<file path="src/rtl/div_bcd_ctrl_if.sv">
// Request/result bundle for the fixed-point divide + BCD split block.
interface div_bcd_ctrl_if;
  logic       start;
  logic [9:0] A;
  logic [5:0] B;
  logic       busy;
  logic       done;
  logic       err;
  logic       ovf;
  logic [4:0] D;
  logic [3:0] l1;
  logic [3:0] l2;

  modport master (output start, A, B,
                  input  busy, done, err, ovf, D, l1, l2);
  modport slave  (input  start, A, B,
                  output busy, done, err, ovf, D, l1, l2);
endinterface

</file>
<file path="src/rtl/div_bcd_ctrl.sv">
// Divides a 8.2 quarter-fraction dividend by a 6-bit divisor and splits the
// quotient (scaled by 100) into a 5-bit integer and two decimal digits.
// One shared restoring-division step serves all three phases: /B, /100, /10.
module div_bcd_ctrl (
  input  logic          clk,
  input  logic          rst_n,
  div_bcd_ctrl_if.slave bus
);
  typedef enum logic [1:0] {IDLE, DIV, CONV, DIGIT} state_t;

  state_t      state_q;
  logic [14:0] sh_q;    // dividend shifted out MSB-first, quotient shifted in
  logic [7:0]  rem_q;   // partial remainder, always below the current divisor
  logic [5:0]  b_q;
  logic [7:0]  int_q;   // Q/100 held while the last digit split runs
  logic [3:0]  cnt_q;
  logic        busy_q, done_q, err_q, ovf_q;
  logic [4:0]  d_q;
  logic [3:0]  l1_q, l2_q;

  logic [14:0] n_in;
  logic [6:0]  dvsr;
  logic [8:0]  trial, diff;
  logic        ge, last;
  logic [7:0]  rem_d;
  logic [14:0] sh_d;

  // Scaled dividend and one restoring-division step for the active phase
  always_comb begin
    n_in  = 15'(bus.A[9:2]) * 15'd100 + 15'(bus.A[1:0]) * 15'd25;
    dvsr  = 7'd0;
    last  = 1'b0;
    case (state_q)
      DIV:     begin dvsr = {1'b0, b_q}; last = (cnt_q == 4'd14); end
      CONV:    begin dvsr = 7'd100;      last = (cnt_q == 4'd14); end
      DIGIT:   begin dvsr = 7'd10;       last = (cnt_q == 4'd6);  end
      default: begin dvsr = 7'd0;        last = 1'b0;             end
    endcase
    trial = {rem_q, sh_q[14]};
    diff  = trial - {2'b00, dvsr};
    ge    = (trial >= {2'b00, dvsr});
    rem_d = ge ? diff[7:0] : trial[7:0];
    sh_d  = {sh_q[13:0], ge};
  end

  // Control FSM with registered outputs; results only move on the final edge
  always_ff @(posedge clk or negedge rst_n) begin
    if (!rst_n) begin
      state_q <= IDLE;
      sh_q    <= '0;
      rem_q   <= '0;
      b_q     <= '0;
      int_q   <= '0;
      cnt_q   <= '0;
      busy_q  <= 1'b0;
      done_q  <= 1'b0;
      err_q   <= 1'b0;
      ovf_q   <= 1'b0;
      d_q     <= '0;
      l1_q    <= '0;
      l2_q    <= '0;
    end else begin
      done_q <= 1'b0;
      case (state_q)
        IDLE: begin
          cnt_q <= '0;
          if (bus.start) begin
            if (bus.B == 6'd0) begin
              // Divide-by-zero resolves on the accepting edge itself
              err_q  <= 1'b1;
              ovf_q  <= 1'b0;
              d_q    <= '0;
              l1_q   <= '0;
              l2_q   <= '0;
              done_q <= 1'b1;
            end else begin
              sh_q    <= n_in;
              b_q     <= bus.B;
              rem_q   <= '0;
              busy_q  <= 1'b1;
              state_q <= DIV;
            end
          end
        end
        DIV: begin
          rem_q <= rem_d;
          sh_q  <= sh_d;
          cnt_q <= cnt_q + 4'd1;
          if (last) begin
            // Remainder of N/B is dropped; Q stays in sh_q for the /100 pass
            rem_q   <= '0;
            cnt_q   <= '0;
            state_q <= CONV;
          end
        end
        CONV: begin
          rem_q <= rem_d;
          sh_q  <= sh_d;
          cnt_q <= cnt_q + 4'd1;
          if (last) begin
            // Q/100 <= 255 fits 8 bits; park Q%100 at the top for the /10 pass
            int_q   <= sh_d[7:0];
            sh_q    <= {rem_d[6:0], 8'd0};
            rem_q   <= '0;
            cnt_q   <= '0;
            state_q <= DIGIT;
          end
        end
        DIGIT: begin
          rem_q <= rem_d;
          sh_q  <= sh_d;
          cnt_q <= cnt_q + 4'd1;
          if (last) begin
            d_q     <= int_q[4:0];
            ovf_q   <= |int_q[7:5];
            err_q   <= 1'b0;
            l1_q    <= sh_d[3:0];
            l2_q    <= rem_d[3:0];
            done_q  <= 1'b1;
            busy_q  <= 1'b0;
            cnt_q   <= '0;
            state_q <= IDLE;
          end
        end
        default: state_q <= IDLE;
      endcase
    end
  end

  assign bus.busy = busy_q;
  assign bus.done = done_q;
  assign bus.err  = err_q;
  assign bus.ovf  = ovf_q;
  assign bus.D    = d_q;
  assign bus.l1   = l1_q;
  assign bus.l2   = l2_q;
endmodule

</file>
<file path="src/flat_wrapper.sv">
// flat-port wrapper written by rule: the top's interface ports become plain ports
module div_bcd_ctrl_flat 
  (clk, rst_n, bus_start, bus_A, bus_B, bus_busy, bus_done, bus_err, bus_ovf, bus_D, bus_l1, bus_l2);
  div_bcd_ctrl_if bus_i ();
  input  logic clk;
  input  logic rst_n;
  input wire logic [$bits(bus_i.start)-1:0] bus_start;
  input wire logic [$bits(bus_i.A)-1:0] bus_A;
  input wire logic [$bits(bus_i.B)-1:0] bus_B;
  output wire logic [$bits(bus_i.busy)-1:0] bus_busy;
  output wire logic [$bits(bus_i.done)-1:0] bus_done;
  output wire logic [$bits(bus_i.err)-1:0] bus_err;
  output wire logic [$bits(bus_i.ovf)-1:0] bus_ovf;
  output wire logic [$bits(bus_i.D)-1:0] bus_D;
  output wire logic [$bits(bus_i.l1)-1:0] bus_l1;
  output wire logic [$bits(bus_i.l2)-1:0] bus_l2;
  assign bus_i.start = bus_start;
  assign bus_i.A = bus_A;
  assign bus_i.B = bus_B;
  assign bus_busy = bus_i.busy;
  assign bus_done = bus_i.done;
  assign bus_err = bus_i.err;
  assign bus_ovf = bus_i.ovf;
  assign bus_D = bus_i.D;
  assign bus_l1 = bus_i.l1;
  assign bus_l2 = bus_i.l2;
  div_bcd_ctrl u_core (.clk(clk), .rst_n(rst_n), .bus(bus_i));
endmodule
</file>
<file path="config.mk">
export PLATFORM = sky130hd
export DESIGN_NAME = div_bcd_ctrl_flat
export DESIGN_NICKNAME = d
export VERILOG_FILES = /design/src/rtl/div_bcd_ctrl_if.sv /design/src/rtl/div_bcd_ctrl.sv /design/src/flat_wrapper.sv
export SDC_FILE = /design/constraint.sdc
export NUM_CORES = 1
export LEC_CHECK = 0
export CORE_MARGIN = 5
export CORE_UTILIZATION = 35
export CTS_BUF_LIST = sky130_fd_sc_hd__clkbuf_4
export DETAILED_ROUTE_END_ITERATION = 8
export GPL_ROUTABILITY_DRIVEN = 0
export GPL_TIMING_DRIVEN = 0
export PLACE_DENSITY = 0.65
export SYNTH_ARGS = -nofsm -noshare
export SYNTH_HDL_FRONTEND = slang
export SYNTH_SLANG_ARGS = --single-unit
</file>
<file path="constraint.sdc">
create_clock -name clk -period 3.1 [get_ports clk]
set_clock_uncertainty 0.2 [all_clocks]
set_input_delay 0.775 -clock clk [delete_from_list [all_inputs] [get_ports clk]]
set_output_delay 0.775 -clock clk [all_outputs]
set_load 0.03 [all_outputs]
</file>
==> results.env, run 1 <==
DRT_DRC_VIOLATIONS_LEFT=0
WORST-ENDPOINT-ARRIVAL_PS=3460
POWER_DENSITY_nW_PER_UM2=1060
DPL_WORST_SLACK_PS=-1330
STATUS='complete, but fails checks'
NMULTIINPUTCOMBCELLS=301
SYNTH_AREA_PER_CELL_UM2=9.92
SYNTH.YOSYS.SEQ_AREA_SHARE_PCT=37.6
ANTENNA_FOUND_INITIAL=1
GRT_PASS1_VIAS=3391
PORTBUFFERS=35
RSZ0062_AT_GRT='yes'
SYNTH_CELL_TYPE_COUNT=52
FILL_CELLS=1023
POWER.SHARE.SEQUENTIAL_PCT=20.8
FINALHOLDVIOLCOUNT=0
CLK_LATENCY_PS=410
VIA_PER_INST=5.33
POWER_COMBINATIONAL_mW=4.09
POWER.LEAKAGE_nW=2.46
BOUNDARYPINS=36
PERIOD_NEEDED_PS=3360
RR_WORST_DEPTH=14
FINAL-MAX-SLEW-VIOLATION-COUNT=0
FAILING_CHECKS='setup timing'
COMB_PWR_SHARE_PCT=68.3
SETUP-VIOLATIONS-FINAL=6
AREA_GROWTH_SYN_TO_FIN_PCT=41.8
N_ANTENNA_CELL=1
POWER.SWITCHING_FRACTION_PCT=42.9
CPMOSTUSEDCELL='sky130_fd_sc_hd__ha_4'
CRIT_CHAIN='buf_8 -> ha_4 -> ha_4 -> inv_2 -> fa_1 -> inv_2 -> ha_4 -> o21ai_2 -> nand2b_4 -> o311ai_4 -> nand4_1 -> buf_4 -> nor3b_2 -> xnor2_1 -> o22ai_1'
SEQ_AREA_UM2=1500
FINAL_CRITICAL_PATH_SETUP_SLACK_PS=-264
MULTI_INPUT_GATE_SHARE_OF_TOTAL_CELL_AREA_PCT=52.1
TIMING.CRITICAL_PATH.TO_TYPE='flip-flop'
SYNTH-EDFF-COUNT=0
IR_WORST_VDD_mV=0.551
SYNTH_ASYNC_SR_FLOP_SHARE_PCT=100
POST_LAYOUT_NONFILLER_INSTANCES=638
==> run 1: registers in the layout, summed over array words and instances, names as in the netlist, 2 cells and up <==
signal and count:
u_core.sh_q 15, u_core.bus.D 5, u_core.rem_q 8, u_core.int_q 8
u_core.bus.l2 4, u_core.b_q 6, u_core.bus.l1 4, u_core.state_q 2
u_core.cnt_q 4
==> run 1: per-layer routing <==
layer | global-route usage [%] | part of all wire, % | vias to the layer above | wire length (um)
met5 | 0 | 0 | - | 0
met4 | 6.65 | 2.2 | 0 | 229
met3 | 2.26 | 4.6 | 23 | 472
met2 | 26.0 | 50 | 92 | 5200
met1 | 18.9 | 43 | 1650 | 4430
li1 | - | - | 1634 | -
==> run 1: layout by cell type, fill, tap and decap left out, types with 8 or more instances in the layout <==
cell type | Yosys | layout
sky130_fd_sc_hd__clkbuf_4 | 0 | 9
sky130_fd_sc_hd__mux2_2 | 12 | 12
sky130_fd_sc_hd__nor3_1 | 10 | 8
sky130_fd_sc_hd__ha_1 | 47 | 20
sky130_fd_sc_hd__clkbuf_1 | 12 | 10
sky130_fd_sc_hd__a22o_1 | 12 | 12
sky130_fd_sc_hd__nor2_1 | 39 | 38
sky130_fd_sc_hd__inv_1 | 26 | 21
sky130_fd_sc_hd__ha_4 | 0 | 25
sky130_fd_sc_hd__xor2_1 | 11 | 9
sky130_fd_sc_hd__dfrtp_1 | 60 | 59
sky130_fd_sc_hd__a21oi_1 | 23 | 20
sky130_fd_sc_hd__nand2_1 | 21 | 21
sky130_fd_sc_hd__clkdlybuf4s50_1 | 0 | 24
sky130_fd_sc_hd__o21ai_0 | 24 | 18
sky130_fd_sc_hd__buf_4 | 0 | 37
sky130_fd_sc_hd__a221oi_1 | 10 | 8
sky130_fd_sc_hd__xnor2_1 | 11 | 8
==> run 1: cell families (layout without fill, tap and decap cells) <==
| family | after synthesis | after routing | share of synthesized area, % |
|---|---|---|---|
| compound gates | 103 | 103 | 18.2 |
| xor+xnor | 22 | 22 | 4.82 |
| fa+ha+maj | 53 | 53 | 17.7 |
| buf+inv | 42 | 133 | 4.23 |
| flops | 60 | 60 | 37.6 |
| mux | 19 | 19 | 5.13 |
| other cells | 0 | 1 | 0 |
| simple gates | 104 | 104 | 12.3 |
==> run 1: cell usage after synthesis (all sizes together) (2+ instances only) <==
cell type   n  area, um^2
o211ai      3        27.5
mux2i       7        70.1
buf         4        26.3
or2         3        18.8
mux2       12         135
a222oi      2        20.0
o21bai      2        15.0
a31oi       5        37.5
xnor2      11        96.3
fa          6         120
nand2b      5        31.3
nor2       39         146
a22o       12         105
and3b       3        26.3
nor3b       2        15.0
a32o        2        20.0
dfrtp      60        1500
ha         47         588
a21oi      24         131
a21o        4        30.0
xor2       11        96.3
o21ai      24         120
nand4       4        25.0
a221oi     10        87.6
nand3b      2        15.0
and2        2        12.5
nand2      21        78.8
or3         3        18.8
nor3       10        50.1
nor2b       2        12.5
inv        26        97.6
a211oi      2        15.0
clkbuf     12        45.0
nand3       6        30.0
o31ai       2        15.0
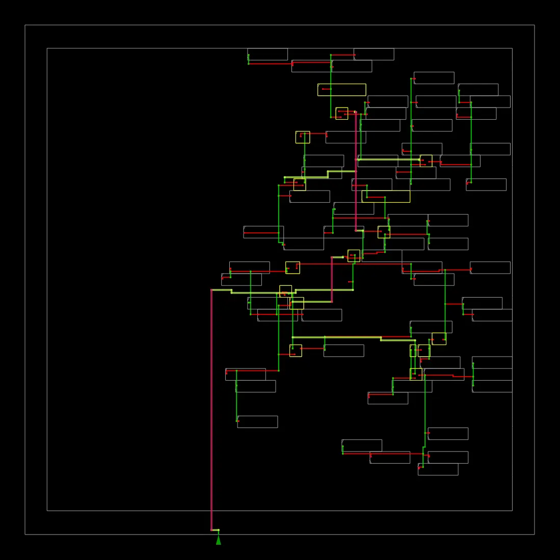
**Above:** run 1 (clock nets).
clock tree sinks: 60
power of the clock network: 0.655 mW
Num CTS Buffers: 9
Flop Count: 60

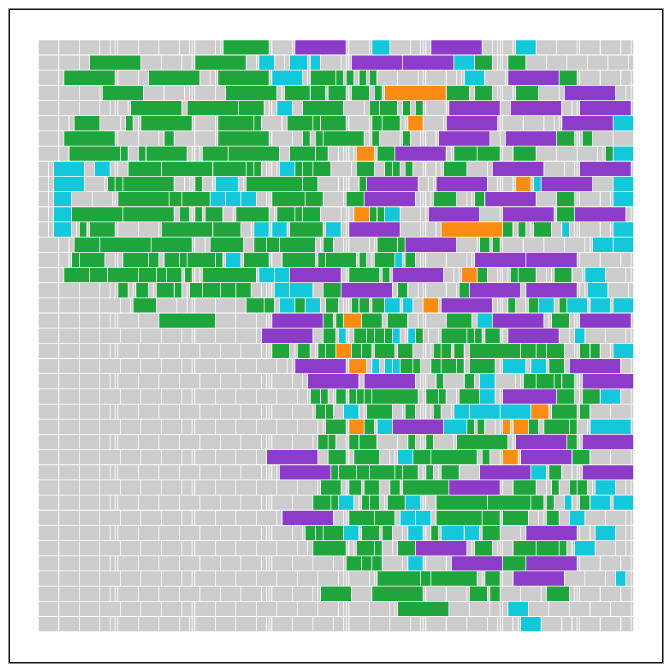
**Above:** run 1 (cell classes on the final placement).
Fill, decap, tap and diode cells in grey.
legend:
  purple:
    class: registers
    cells: 60
    share_of_their_area: 27%
  green:
    class: remaining logic cells
    cells: 327
    share_of_their_area: 56%
  orange:
    class: clock drivers and dummy loads
    cells: 16
    share_of_their_area: 3.0%
  cyan:
    class: remaining buffers and delay cells
    cells: 91
    share_of_their_area: 14%
summed area of non-filler cells in the final layout: 5670 um^2
Cell Rows: 39
final design utilization: 50.1%
sequential portion of the cell area: 26.5%

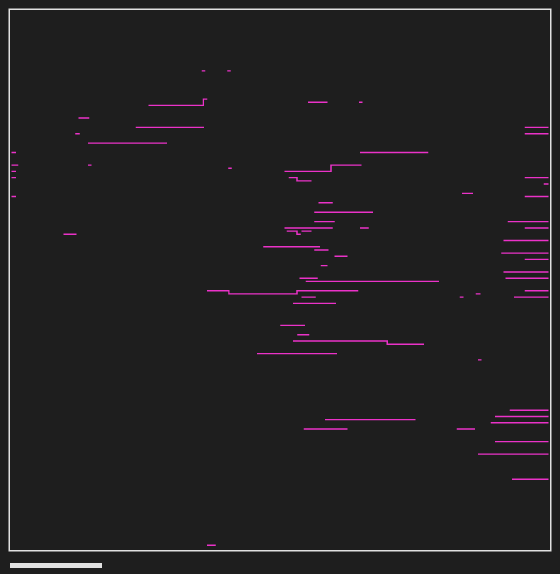
**Above:** run 1 (the metal 3 layer).
The bar under the picture is 20 um long.
wire length on this layer: 473 um
share of all routed wire: 4.6%
longest straight run: 28.5 um
nets with wire on the layer: 50
main direction: horizontal
number of vias after detailed routing: 3399
final WL: 10.3 mm
global-route track usage on met3: 2.26%

**Run 1: metal 1**

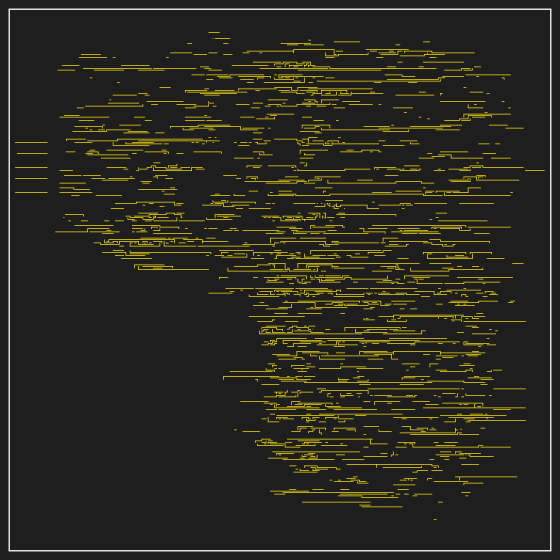

==> run 2, diff against run 1 <==
- CELL_PAD_IN_SITES_DETAIL_PLACEMENT: unset -> 0
- CELL_PAD_IN_SITES_GLOBAL_PLACEMENT: unset -> 2
- PLACE_DENSITY: 0.65 -> 0.89
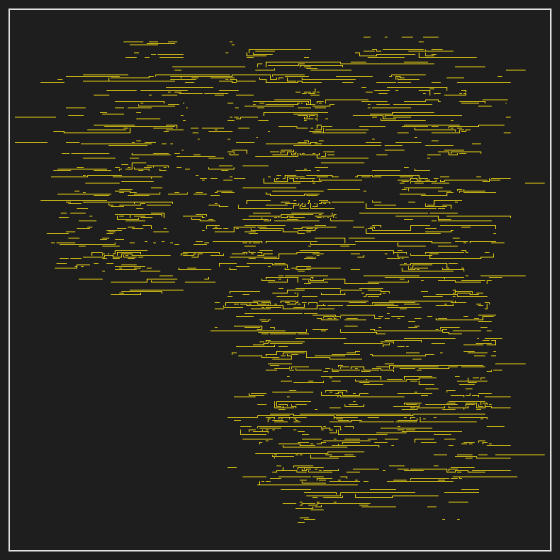
**Above:** run 2 (metal 1).
main direction: horizontal
share of all routed wire: 46%
wire length on this layer: 4540 um
longest straight run: 23.9 um
nets with wire on the layer: 518

==> results.env, run 2 <==
VIA_PER_INST=5.21
PORTBUFFERS=35
IR_WORST_VDD_mV=0.477
SETUP-VIOLATIONS-FINAL=6
BOUNDARYPINS=36
DRT_DRC_VIOLATIONS_LEFT=0
CRIT_CHAIN='buf_8 -> ha_4 -> ha_4 -> inv_2 -> fa_1 -> inv_2 -> ha_4 -> o21ai_2 -> nand2b_4 -> o311ai_4 -> nand4_1 -> buf_4 -> nor3b_2 -> xnor2_1 -> o22ai_1'
POWER.SHARE.SEQUENTIAL_PCT=21.9
PLACEMENTROWS=39
FILL_CELLS=1048
SYNTH.AREA.TOP_CELLS='sky130_fd_sc_hd__dfrtp_1, sky130_fd_sc_hd__ha_1, sky130_fd_sc_hd__nor2_1'
PERIOD_NEEDED_PS=3330
DPL_WORST_SLACK_PS=-1390
SYNTH_CELL_TYPE_COUNT=52
MOST-COMMON-LAYOUT-CELLS='sky130_fd_sc_hd__dfrtp_1, sky130_fd_sc_hd__buf_4, sky130_fd_sc_hd__nor2_1'
POWER_DENSITY_nW_PER_UM2=1020
MOST_FREQUENT_CELL_AFTER_SYNTHESIS='sky130_fd_sc_hd__dfrtp_1'
STATUS='complete, but fails checks'
FINAL_CRITICAL_PATH_SETUP_SLACK_PS=-235
LARGEST_REG_FLOPS=15
FAILING_CHECKS='setup timing'
[run 2: cell counts after synthesis]
No cell type changed its count.
[run 2: logic make-up (layout without fill, tap and decap cells)]
| family | after synthesis | after routing | share of synthesized area (%) |
|---|---|---|---|
| flops | 60 | 60 | 37.6 |
| compound gates | 103 | 103 | 18.2 |
| simple gates | 104 | 104 | 12.3 |
| buf+inv | 42 | 134 | 4.23 |
| xor+xnor | 22 | 22 | 4.82 |
| mux | 19 | 19 | 5.13 |
| fa+ha+maj | 53 | 53 | 17.7 |
| other cells | 0 | 1 | 0 |
[run 2: metal layers]
layer | vias up | track usage (%) | wire length, um
met4 | 0 | 7.57 | 174
met1 | 1618 | 19.8 | 4540
met3 | 13 | 1.95 | 386
li1 | 1632 | - | -
met2 | 64 | 25.7 | 4860
met5 | - | 0 | 0
[run 2: path summary, 6_finish.rpt]
kind                       slack, ps  cells after the start                           from                           end
hold reg to reg                  290                      2   u_core.bus.l1[0]$_DFFE_PN0P_  u_core.bus.l1[0]$_DFFE_PN0P_
min in group clk                 290                      2   u_core.bus.l1[0]$_DFFE_PN0P_  u_core.bus.l1[0]$_DFFE_PN0P_
hold / removal                   200                      1                          rst_n     u_core.cnt_q[1]$_DFF_PN0_
max in group asynchronous       1890                      2                          rst_n    u_core.sh_q[1]$_DFFE_PN0P_
setup reg to reg                  90                     13  u_core.state_q[0]$_DFFE_PN0P_    u_core.sh_q[8]$_DFFE_PN0P_
setup / recovery                -230                     15                       bus_A[6]   u_core.sh_q[14]$_DFFE_PN0P_
[run 2: timing repair]
item,4_1_cts,5_1_grt
setup endpoints to repair,20,13
buffers inserted,27,14
pin swaps,35,30
gates resized,72,29
[run 2: final cells by class]
| cell class | count | area, um^2 | share of cell area [%] |
|---|---|---|---|
| diodes | 1 | 2.50 | 0.0454 |
| plain buffers | 15 | 88.8 | 1.61 |
| clock buffers | 11 | 82.6 | 1.50 |
| clock inverters | 5 | 28.8 | 0.522 |
| inverters | 26 | 97.6 | 1.77 |
| multi-input cells | 301 | 2840 | 51.4 |
| flip-flops and latches | 60 | 1500 | 27.2 |
| well taps | 143 | 179 | 3.24 |
| repair buffers | 77 | 701 | 12.7 |
[run 2: through the flow]
| stage | utilization [%] | instance area (um^2) | hold slack (ps) |
|---|---|---|---|
| 2_1_floorplan | - | 4180 | 250 |
| 3_3_place_gp | 41.6 | 4710 | 267 |
| 3_5_place_dp | 41.7 | 4720 | 271 |
| 4_1_cts | 46.9 | 5310 | 194 |
| 5_1_grt | 48.7 | 5520 | 238 |
| 6_report | 48.7 | 5520 | 197 |
[run 2: power groups by stage]
| stage | combinational [mW] | sequential (mW) | clock [mW] |
|---|---|---|---|
| after floorplan | 2.07 | 1.26 | 0 |
| after global placement | 2.78 | 1.24 | 0 |
| after detailed placement | 2.83 | 1.25 | 0 |
| after CTS | 3.70 | 1.23 | 0.482 |
| after global routing | 4.28 | 1.27 | 0.515 |
| final | 3.94 | 1.24 | 0.467 |
No activity file was given, so power comes from the tool's default toggle rates.
